[config.mk]
export PLATFORM = sky130hd
export DESIGN_NAME = exception_ctrl
export DESIGN_NICKNAME = d
export VERILOG_FILES = /design/src/rtl/exception_ctrl.sv
export SDC_FILE = /design/constraint.sdc
export NUM_CORES = 1
export LEC_CHECK = 0
export ABC_AREA = 1
export CAP_MARGIN = 5
export CORE_ASPECT_RATIO = 0.8
export CORE_UTILIZATION = 35
export CTS_CLUSTER_SIZE = 40
export DETAILED_ROUTE_END_ITERATION = 10
export PLACE_DENSITY = 0.72
export SYNTH_ARGS = -nofsm -noshare
export SYNTH_HDL_FRONTEND = slang
export SYNTH_SLANG_ARGS = --single-unit
export TNS_END_PERCENT = 20
[constraint.sdc]
create_clock -name clk -period 1.9 [get_ports clk]
set_input_delay 0.57 -clock clk [delete_from_list [all_inputs] [get_ports clk]]
set_output_delay 0.57 -clock clk [all_outputs]
set_load 0.03 [all_outputs]
[src/rtl/exception_ctrl.sv]
// Exception and interrupt controller: collects pipeline causes and interrupt lines,
// captures EPC/Cause, and sequences flush, handler entry and ERET return.
//
// state   | meaning
// IDLE    | normal execution, evaluating causes each cycle
// REQ     | redirect to VECTOR requested, waiting for flush_ack
// HANDLER | handler running (exl=1), waiting for ERET
// RET     | redirect to EPC requested, waiting for flush_ack
module exception_ctrl #(
    parameter int                WIDTH   = 32,
    parameter int                NUM_IRQ = 4,
    parameter int                CAUSE_W = 3,
    parameter logic [WIDTH-1:0]  VECTOR  = 32'h0000_0180
) (
    input  logic                clk,
    input  logic                rst,
    input  logic [NUM_IRQ-1:0]  irq,
    input  logic [NUM_IRQ-1:0]  irq_ack,
    input  logic                syscall_D,
    input  logic                break_D,
    input  logic                undef_D,
    input  logic                overflow_E,
    input  logic [WIDTH-1:0]    pc_D,
    input  logic [WIDTH-1:0]    pc_E,
    input  logic                eret_D,
    input  logic                flush_ack,
    input  logic                csr_we,
    input  logic                csr_sel,
    input  logic [WIDTH-1:0]    csr_wdata,
    output logic                exc_req,
    output logic [WIDTH-1:0]    exc_pc,
    output logic [WIDTH-1:0]    epc,
    output logic [CAUSE_W-1:0]  int_cause,
    output logic [NUM_IRQ-1:0]  irq_pend,
    output logic                exl,
    output logic                ie,
    output logic [NUM_IRQ-1:0]  irq_mask,
    output logic                dbl_fault
);

    localparam logic [1:0] IDLE    = 2'd0;
    localparam logic [1:0] REQ     = 2'd1;
    localparam logic [1:0] HANDLER = 2'd2;
    localparam logic [1:0] RET     = 2'd3;

    localparam logic [CAUSE_W-1:0] C_INT  = CAUSE_W'(0);
    localparam logic [CAUSE_W-1:0] C_SYS  = CAUSE_W'(1);
    localparam logic [CAUSE_W-1:0] C_BRK  = CAUSE_W'(2);
    localparam logic [CAUSE_W-1:0] C_UND  = CAUSE_W'(3);
    localparam logic [CAUSE_W-1:0] C_OVF  = CAUSE_W'(4);

    logic [1:0]          state_q, state_d;
    logic                exc_req_q, exc_req_d;
    logic [WIDTH-1:0]    exc_pc_q, exc_pc_d;
    logic [WIDTH-1:0]    epc_q, epc_d;
    logic [CAUSE_W-1:0]  int_cause_q, int_cause_d;
    logic [NUM_IRQ-1:0]  irq_pend_q, irq_pend_d;
    logic                exl_q, exl_d;
    logic                ie_q, ie_d;
    logic [NUM_IRQ-1:0]  irq_mask_q, irq_mask_d;
    logic                dbl_fault_q, dbl_fault_d;

    logic                int_elig;
    logic                sync_cause;
    logic                unused_wdata;

    assign unused_wdata = ^csr_wdata;

    // Eligibility uses this cycle's pending view so a 1-cycle irq pulse is taken
    // at the edge that samples it; mask/IE use the registered values only.
    assign int_elig   = (|(irq_pend_d & irq_mask_q)) & ie_q & ~exl_q;
    assign sync_cause = syscall_D | break_D | undef_D | overflow_E;

    always_comb begin
        state_d     = state_q;
        exc_req_d   = exc_req_q;
        exc_pc_d    = exc_pc_q;
        epc_d       = epc_q;
        int_cause_d = int_cause_q;
        exl_d       = exl_q;
        dbl_fault_d = dbl_fault_q;
        ie_d        = ie_q;
        irq_mask_d  = irq_mask_q;

        irq_pend_d  = irq | (irq_pend_q & ~irq_ack);

        if (csr_we) begin
            if (csr_sel) ie_d       = csr_wdata[0];
            else         irq_mask_d = csr_wdata[NUM_IRQ-1:0];
        end

        case (state_q)
            IDLE: begin
                if (overflow_E || int_elig || syscall_D || break_D || undef_D) begin
                    state_d   = REQ;
                    exc_req_d = 1'b1;
                    exc_pc_d  = VECTOR;
                    exl_d     = 1'b1;
                    epc_d     = pc_D;
                    if (overflow_E) begin
                        int_cause_d = C_OVF;
                        epc_d       = pc_E;
                    end else if (int_elig) begin
                        int_cause_d = C_INT;
                    end else if (syscall_D) begin
                        int_cause_d = C_SYS;
                    end else if (break_D) begin
                        int_cause_d = C_BRK;
                    end else begin
                        int_cause_d = C_UND;
                    end
                end
            end
            REQ: begin
                if (flush_ack) begin
                    state_d   = HANDLER;
                    exc_req_d = 1'b0;
                end
            end
            HANDLER: begin
                if (sync_cause) dbl_fault_d = 1'b1;
                if (eret_D) begin
                    state_d   = RET;
                    exc_req_d = 1'b1;
                    exc_pc_d  = epc_q;
                end
            end
            RET: begin
                if (flush_ack) begin
                    state_d   = IDLE;
                    exc_req_d = 1'b0;
                    exl_d     = 1'b0;
                end
            end
            default: state_d = IDLE;
        endcase
    end

    always_ff @(posedge clk or negedge rst) begin
        if (!rst) begin
            state_q     <= IDLE;
            exc_req_q   <= 1'b0;
            exc_pc_q    <= '0;
            epc_q       <= '0;
            int_cause_q <= '0;
            irq_pend_q  <= '0;
            exl_q       <= 1'b0;
            ie_q        <= 1'b0;
            irq_mask_q  <= '1;
            dbl_fault_q <= 1'b0;
        end else begin
            state_q     <= state_d;
            exc_req_q   <= exc_req_d;
            exc_pc_q    <= exc_pc_d;
            epc_q       <= epc_d;
            int_cause_q <= int_cause_d;
            irq_pend_q  <= irq_pend_d;
            exl_q       <= exl_d;
            ie_q        <= ie_d;
            irq_mask_q  <= irq_mask_d;
            dbl_fault_q <= dbl_fault_d;
        end
    end

    assign exc_req   = exc_req_q;
    assign exc_pc    = exc_pc_q;
    assign epc       = epc_q;
    assign int_cause = int_cause_q;
    assign irq_pend  = irq_pend_q;
    assign exl       = exl_q;
    assign ie        = ie_q;
    assign irq_mask  = irq_mask_q;
    assign dbl_fault = dbl_fault_q;

endmodule
==> run_results.csv <==
group,metric,value,unit
clock_tree,post_cts_buffers,0,
routing,wl_met3,724,µm
final_timing,fin_crit,1.85,ns
final_timing,setup_violations,0,
setup_path,path_cells,"dlygate4sd2_1",
clock_tree,cts_tree,"built",
synthesis,synth_area,3690,µm²
routing,vias_per_cell,4.81,
layout,comb_area,1560,µm²
clock_tree,cts_buffer_depth,2,
power_and_ir_drop,pwr-share-clk,16.1,%
global_routing,busiest_layer,"met2",
power_and_ir_drop,clk-power,1.67,mW
synthesis,top_cell_area_share,52.3,%
setup_path,crit_fanout,3,
synthesis,synthCells,385,
power_and_ir_drop,comb_cell_power,5.62,mW
synthesis,synth_cell_types,25,
layout,clkbuf_count,12,
layout,area_delta_synth_final,65.0,%
synthesis,ys_top_cells_by_count,"131 x nand2_1, 77 x dfrtp_1, 34 x nand4_1",
layout,fill_cells,935,
final_timing,period_used_share,97.5,%
routing,ant_nets,0,
power_and_ir_drop,power_leakage,3.18,nW
synthesis,adder_share,1.70,%
setup_path,r2r_setup_slack,0.19,ns
power_and_ir_drop,comb_power_share,54.3,%
global_routing,grt_pass1_vias,3284,
setup_path,crit_arrival,1.28,ns
final_timing,setup_ws,0.0470,ns
synthesis,largest_area_cell,"dfrtp_1",
synthesis,synth-seq-cells,81,
floorplan,die_area,10900,µm²
setup_path,crit_path_start,"irq_mask[3]",
setup_path,reg2reg_depth,8,
synthesis,ys_sh_simple,21.6,%
floorplan,die_y,93.8,µm
synthesis,ys_sh_aoi,5.84,%
final_timing,tightest_slew,0.471,ns
worst_hold_path,hold_class,"in2async",
routing,met1_length,5030,µm
layout,largest_cell_class,"sequential cells",
synthesis,ys_warn_count,0,
synthesis,syn_nets,504,
clock_tree,ctsHoldBuffers,0,
power_and_ir_drop,power.total,10.3,mW
routing,highest_layer,"met4",
setup_path,cpPeakStageDelay,0.55,ns
placed_design,hpwl,7500,µm
layout,clk_share,4.63,%
setup_path,critPathBufInv,1,
layout,inv_count,18,
outcome,status,"completed",
routing,wl_met2,5690,µm
synthesis,yosys_cells,385,
layout,flop-count,81,
layout,num-nonclk-buffers,190,
clock_tree,cts_resized,82,
clock_tree,cts_num_sinks,81,
final_timing,whs,0.192,ns
clock_tree,clock_latency,0.34,ns
global_routing,grt_pass1_wl,16400,µm
synthesis,ys_seq_share,55.1,%
layout,sh_seq_area,33.4,%
global_routing,grt_antenna_before_repair,0,
routing,first_pass_iters,4,
clock_tree,cts_max_level,3,
power_and_ir_drop,p_seq_share,29.6,%
final_timing,hold_viol_final,0,
placed_design,dp_cells,679,
layout,drive_gt1_share,13.9,%
power_and_ir_drop,power.switching,4.67,mW
layout,num-multi-input-gates,262,
layout,regArea,2030,µm²
synthesis,synthArstFlopShare,100,%
layout,antenna-diode-count,0,
synthesis,synth.avg_cell_area,9.57,µm²
setup_path,endpoint_kind,"output port",
layout,nets,681,
global_routing,grt_start_max_net_pins,35,
synthesis,mux_share,9.61,%
setup_path,worstSetupStartpointType,"flip-flop",
synthesis,edf_count,0,
power_and_ir_drop,cellPowerDensity,1700,nW/µm²
setup_path,endpoint,"irq_mask[3]",
final_timing,maxSlewViolCount,0,
layout,lay_top_cells,"114 x nand2_1, 79 x dlygate4sd2_1, 77 x dfrtp_1, 75 x clkdlybuf4s50_1, 34 x nand4_1",
floorplan,ios,193,
setup_path,critPathTopFamily,"flip-flops",
layout,stdcell_area,6080,µm²
power_and_ir_drop,largestPowerGroup,"combinational cells",
placed_design,placed_area,5510,µm²
run,maxCapViolCount,0,
Cell area per tile:
12 x 9 tiles, from white (low) to dark blue (high), 0 to 100% covered.
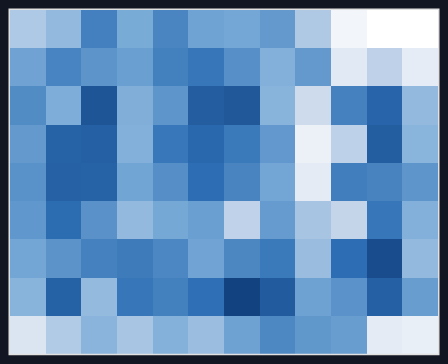
1.9% of the tiles are nearly empty. 17% of the tiles are over 75% full. The emptiest ninth of the die: upper right. The fullest tile reaches 93%. The mean over all tiles is 54%.
CORE AREA: 10200 µm²
floorplan core density: 36.0%
Layout Utilization: 59.4%

Wiring by layer:
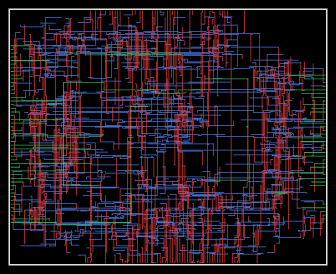
Red stands for M2, wire length 5690 µm. Orange stands for M4, wire length 118 µm. Green stands for M3, wire length 725 µm. Blue stands for M1, wire length 5030 µm.
vias: 3401
Avg WL per Cell: 16.3 µm
total track usage: 19.9%

Selected gate families:
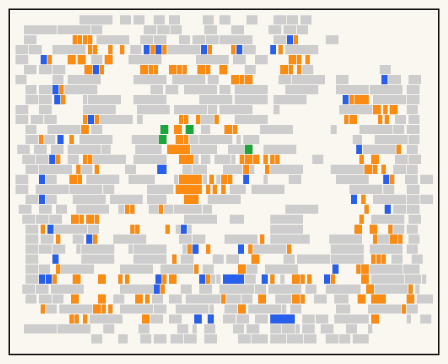
Green stands for and/or cells, cells 4. Orange stands for nand cells, cells 172, where all over the die. Blue stands for aoi and oai cells, cells 41, where all over the die.
combinational share of cell area: 25.6%
fin cells: 707
Top cell excl fill/tap: nand2_1

Routing congestion map:
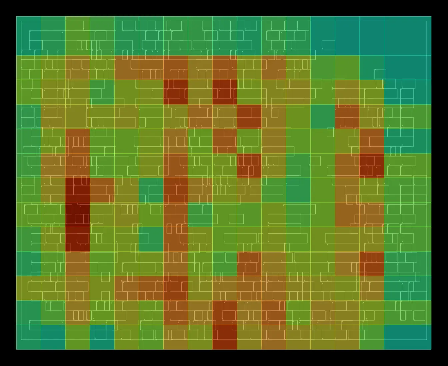
Global Route met3 Usage: 6.06%
M1 GR Usage: 23.8%
GR Util met2: 34.6%

The metal 2 layer:
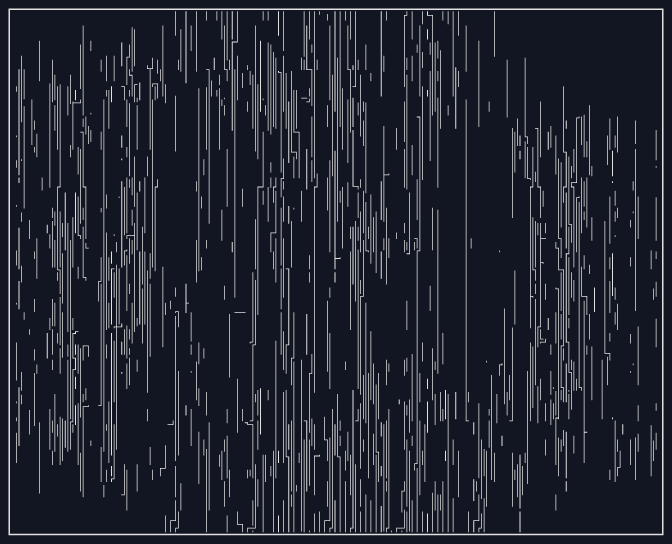
The longest straight run is 62.9 µm. The layer holds 49% of the routed length. The wires run mostly vertical.
Routed WL: 11600 µm

Power and IR drop assume default switching activity.
